$ cat config.mk
export PLATFORM = sky130hd
export DESIGN_NAME = wb_trace_monitor
export DESIGN_NICKNAME = d
export VERILOG_FILES = /design/src/rtl/wb_trace_monitor.sv
export SDC_FILE = /design/constraint.sdc
export NUM_CORES = 2
export LEC_CHECK = 0
export CORE_MARGIN = 4
export CORE_UTILIZATION = 55
export CTS_BUF_LIST = sky130_fd_sc_hd__clkbuf_16
export DETAILED_ROUTE_END_ITERATION = 10
export PLACE_DENSITY_LB_ADDON = 0.2
export SLEW_MARGIN = 20
export SYNTH_ARGS = -nofsm -noshare
export SYNTH_HDL_FRONTEND = slang
export SYNTH_SLANG_ARGS = --single-unit
$ cat constraint.sdc
create_clock -name CLOCK -period 15.17 [get_ports CLOCK]
set_input_delay 3.034 -clock CLOCK [delete_from_list [all_inputs] [get_ports CLOCK]]
set_output_delay 3.034 -clock CLOCK [all_outputs]
set_load 0.03 [all_outputs]
$ cat src/rtl/wb_trace_monitor.sv
// Retirement trace monitor: captures WB register writes and MEM stores into a
// timestamped FIFO, drains it over valid/ready and halts once the pipeline idles.
module wb_trace_monitor #(
  parameter int unsigned DEPTH      = 16,
  parameter int unsigned CC_W       = 16,
  parameter int unsigned IDLE_LIMIT = 4
) (
  input  logic            CLOCK,
  input  logic            RESET,
  input  logic            RegWriteEN_W,
  input  logic [4:0]      RegAddr3_W,
  input  logic [31:0]     RegWriteData_W,
  input  logic            MemWriteEN_M,
  input  logic [31:0]     MemAddr_M,
  input  logic [31:0]     MemWriteData_M,
  input  logic            InstValid_E,
  input  logic            TraceReady,
  output logic            TraceValid,
  output logic            TraceKind,
  output logic [31:0]     TraceAddr,
  output logic [31:0]     TraceData,
  output logic [CC_W-1:0] TraceCycle,
  output logic [CC_W-1:0] CycleCount,
  output logic            Overflow,
  output logic            Halted
);

  localparam int unsigned AW = $clog2(DEPTH);
  localparam int unsigned IW = $clog2(IDLE_LIMIT + 1);
  localparam logic [AW:0] DEPTH_C = (AW+1)'(DEPTH);

  typedef enum logic [1:0] {S_RUN, S_DRAIN, S_HALT} state_t;

  typedef struct packed {
    logic            kind;
    logic [31:0]     addr;
    logic [31:0]     data;
    logic [CC_W-1:0] cyc;
  } entry_t;

  entry_t          mem_q [DEPTH];
  logic [AW-1:0]   rd_ptr_q, wr_ptr_q;
  logic [AW:0]     cnt_q, cnt_d;
  state_t          state_q;
  logic [IW-1:0]   idle_q;
  logic [CC_W-1:0] cc_q;
  logic            ovf_q, halted_q;

  logic            capture_en, ev_reg, ev_st, pop, drop;
  logic [AW:0]     free;
  logic [1:0]      n_ev, n_push;
  entry_t          reg_ent, st_ent, first_ent, head;

  always_comb begin
    capture_en = (state_q != S_HALT);
    ev_reg     = capture_en && RegWriteEN_W && (RegAddr3_W != '0);
    ev_st      = capture_en && MemWriteEN_M;
    pop        = (cnt_q != '0) && TraceReady;
    // A same-edge pop frees its slot for this edge's pushes.
    free       = DEPTH_C - cnt_q + (AW+1)'(pop);
    n_ev       = {1'b0, ev_reg} + {1'b0, ev_st};
    if (free >= (AW+1)'(n_ev)) n_push = n_ev;
    else                       n_push = free[1:0];
    drop       = (n_push != n_ev);

    reg_ent    = '{kind: 1'b0, addr: {27'b0, RegAddr3_W}, data: RegWriteData_W, cyc: cc_q};
    st_ent     = '{kind: 1'b1, addr: MemAddr_M, data: MemWriteData_M, cyc: cc_q};
    first_ent  = ev_reg ? reg_ent : st_ent;
    cnt_d      = cnt_q + (AW+1)'(n_push) - (AW+1)'(pop);
  end

  always_ff @(posedge CLOCK) begin
    if (n_push != 2'd0) mem_q[wr_ptr_q] <= first_ent;
    if (n_push == 2'd2) mem_q[wr_ptr_q + AW'(1)] <= st_ent;
  end

  always_ff @(posedge CLOCK or negedge RESET) begin
    if (!RESET) begin
      rd_ptr_q <= '0;
      wr_ptr_q <= '0;
      cnt_q    <= '0;
      state_q  <= S_RUN;
      idle_q   <= '0;
      cc_q     <= '0;
      ovf_q    <= 1'b0;
      halted_q <= 1'b0;
    end else begin
      cnt_q    <= cnt_d;
      wr_ptr_q <= wr_ptr_q + AW'(n_push);
      if (pop) rd_ptr_q <= rd_ptr_q + AW'(1);
      if (drop) ovf_q <= 1'b1;
      if (capture_en && (cc_q != '1)) cc_q <= cc_q + CC_W'(1);
      case (state_q)
        S_RUN: begin
          if (InstValid_E) begin
            idle_q <= '0;
          end else begin
            idle_q <= idle_q + IW'(1);
            if (idle_q == IW'(IDLE_LIMIT - 1)) state_q <= S_DRAIN;
          end
        end
        S_DRAIN: begin
          if ((cnt_q == '0) && !ev_reg && !ev_st) begin
            state_q  <= S_HALT;
            halted_q <= 1'b1;
          end
        end
        default: ;
      endcase
    end
  end

  always_comb begin
    head       = mem_q[rd_ptr_q];
    TraceValid = (cnt_q != '0);
    TraceKind  = TraceValid & head.kind;
    TraceAddr  = TraceValid ? head.addr : '0;
    TraceData  = TraceValid ? head.data : '0;
    TraceCycle = TraceValid ? head.cyc  : '0;
    CycleCount = cc_q;
    Overflow   = ovf_q;
    Halted     = halted_q;
  end

endmodule

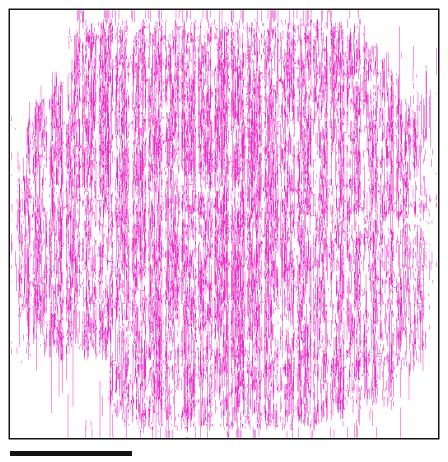
(signal wires on met2)
Scale bar: 100 um.
wire length on this layer = 88.0 mm
longest straight run = 119 um
share of all routed wire = 46%
nets with wire on the layer = 3649
main direction = vertical

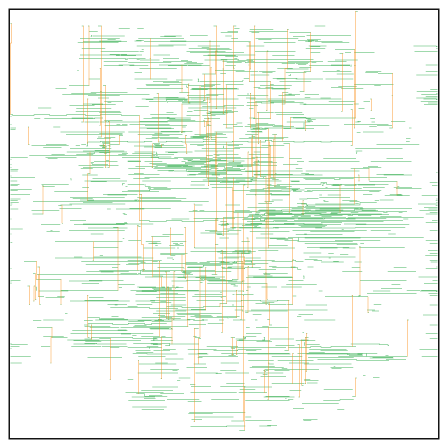
(routed metal, one colour a layer)
Two of the layers only.
met4 -> orange  # wire length 5390 um
met3 -> green  # wire length 22.6 mm

==> report_power, final <==
| part | switching [mW] | internal [mW] | leakage, nW |
|---|---|---|---|
| Sequential | 0.323 | 4.76 | 12.9 |
| Combinational | 3.23 | 2.24 | 7.08 |
| Clock | 1.43 | 1.83 | 2.20 |
| Total | 4.99 | 8.82 | 22.2 |
==> path summary, 6_finish.rpt <==
kind                       slack [ns]            end     startpoint
setup / recovery                 6.22   mem_q[3][38]  RegAddr3_W[1]
hold reg to reg                  0.46  mem_q[11][80]  mem_q[11][80]
setup reg to reg                 8.07   mem_q[3][38]       cnt_q[2]
hold / removal                   0.46  mem_q[11][80]  mem_q[11][80]
max in group asynchronous       11.99    rd_ptr_q[0]          RESET
min in group asynchronous        2.44      idle_q[1]          RESET
==> cells in the mapped netlist, drive strengths merged, types with 16 or more instances <==
cell type / number / area (um^2)
dfrtp: 36 / 901
edfxtp: 1280 / 38400
buf: 214 / 1140
and2: 87 / 544
o2bb2ai: 593 / 5190
xnor2: 21 / 184
nand2: 40 / 153
dfxtp: 16 / 320
nand4: 23 / 175
mux2i: 37 / 479
nor3b: 344 / 2610
nor2: 27 / 101
clkbuf: 338 / 1270
a21oi: 19 / 230
a21boi: 344 / 2730
inv: 23 / 88.8
ha: 17 / 213
mux4: 405 / 9120
==> cell families (layout without fill, tap and decap cells) <==
kind of cell | count (synthesis) | after routing | synth area share [%]
and+or+nand+nor | 597 | 597 | 6.31
DFF | 1332 | 1332 | 61.1
other | 0 | 1 | 0
muxes | 445 | 445 | 14.8
xor gates and xnor gates | 28 | 28 | 0.378
AOI/OAI and AO/OA | 1002 | 1002 | 13.1
adders and majority gates | 19 | 19 | 0.389
buffers and inverters | 576 | 584 | 3.85
==> cell type report <==
type	count	area, um^2
inverters	24	92.6
clock inverters	102	643
fillers	8479	44700
flip-flops and latches	1332	39700
diodes	1	2.50
multi-input cells	2091	23100
repair buffers	313	2930
well taps	1524	1910
clock buffers	145	3630
==> per-layer routing <==
metal,vias up,wire length (um)
met5,-,0
met4,0,5390
met3,348,22600
met2,2714,88000
met1,20700,73300
li1,16200,-
==> flip-flops by register name (all words and copies together), names as in the netlist <==
name,count
CycleCount,16
cnt_q,5
mem_q,1296
idle_q,3
wr_ptr_q,4
Overflow,1
state_q,2
Halted,1
rd_ptr_q,4
==> run_results.csv <==
group,metric,value,unit
run_status,outcome,"finished clean",
detailed_routing,vias_per_cell,7.23,
placement,place.gp.congestion,0.848,
floorplanning,core,117000,um^2
sta,setup_viol,0,
setup_path,crit_family,"buffers and inverters",
detailed_routing,drt_iter0_drc,5792,
floorplanning,die_h,351,um
run,drv_cap,0,
grt,grt_busiest_layer,"met2",
cells_and_area,nets,4029,
synth,ff_type,"edfxtp_1",
cells_and_area,final_area,72000,um^2
run,warnings,36,
setup_path,critPathLaunchType,"primary input",
setup_path,reg2regPathDepth,17,
synth,synth_warnings,0,
synth,ys.flops,1332,
worst_hold_path,holdPathStages,1,
grt,grt_pass1_wl,277,mm
cells_and_area,final_cells,5532,
cells_and_area,final_core_util,61.7,%
sta,max_freq,112,MHz
cts,root_buffer,"clkbuf_16",
setup_path,cp_slowest_cell,"buf_4",
grt,grt.met1_usage,44.6,%
sta,setup_slack,6.22,ns
pwr,leakage,22.2,nW
setup_path,crit_path_frequent_cell,"buf_4",
worst_hold_path,min-delay-path-class,"reg2reg",
floorplanning,initCoreUtil,55.6,%
setup_path,crit_required,15.52,ns
synth,ys_cells,3999,
synth,avgSynthCellArea,16.2,um^2
floorplanning,io_pins,207,
cts,post_cts_buffers,0,
setup_path,crit_path_end_kind,"flop",
cts,clock-sinks,1332,
grt,overflow,0,
synth,netlist_area,64900,um^2
setup_path,cp_cell_sequence,"clkdlybuf4s50_1 > or4_4 > o211ai_4 > inv_4 > ha_1 > ha_1 > nand2b_1 > a221o_1 > nor3_1 > mux2_8 > buf_4 > buf_4 > nor2_4 > buf_4",
sta,fin_skew,0.0233,ns
cts,cts_tree,"built",
grt,grt_use_met2,47.4,%
grt,antenna_found_initial,4,
synth,synthDistinctLibCells,63,
sta,finalHoldViolCount,0,
cts,htree_levels,4,
pwr,power.density,192,nW/um^2
cts,ctsHoldBuffers,0,
cts,insertion_delay,0.75,ns
pwr,finalPower,13.8,mW
synth,fp_nets,4125,
floorplanning,die_x,351,um
detailed_routing,drc,0,
cells_and_area,final_common_cell,"edfxtp_1",
sta,slew_violations,0,
placement,dp_slack,5.64,ns
sta,tightest_slew,1.18,ns
cells_and_area,lay_top_cells,"1280 x edfxtp_1, 593 x o2bb2ai_1, 405 x mux4_2",
grt,grt_max_degree,159,
sta,tns,0,ns
cts,clk_pin_slew,0.06,ns
detailed_routing,first_pass_iters,6,
grt,grt_pass1_vias,40000,
floorplanning,fp-row-count,125,
setup_path,critPathBufInv,5,
placement,detailed_place_hpwl,100,mm
setup_path,worstPathMaxFanout,80,
cts,cts_resized,0,
cts,cts_made_buffers,141,
cells_and_area,area_delta_synth_final,10.9,%
setup_path,critPathArrivalTime,9.30,ns
sta,post-route-min-period,8.95,ns
setup_path,path_depth,14,
placement,place_area,67700,um^2
detailed_routing,postRouteAntennaNets,0,
floorplanning,die_area,124000,um^2
pwr,vdd_drop_max,0.169,mV
sta,rsz0062_at_grt,"false",
setup_path,max_stage_delay,0.87,ns
synth,edf_count,1280,
synth,yosys_area,64900,um^2
sta,hold_ws,0.462,ns
synth,synth-seq-area-share,61.1,%
sta,fin_crit_sh,59.0,%
detailed_routing,routedWlPerCell,34.2,um
cells_and_area,drive_gt1_share,21.3,%
sta,max-slew-margin-rel,21.6,%
detailed_routing,finalWirelength,189,mm
detailed_routing,via_count,40000,
placement,place_inst,5283,
placement,io_buffers,206,
grt,grtUsageMet3,6.87,%
cts,clockBufferDepth,3,
synth,synthArstFlopShare,2.70,%
grt,grt.total_usage,30.8,%
synth,synthCells,3999,
setup_path,path_class,"in2reg",
Power is estimated from default activity; no workload was simulated.
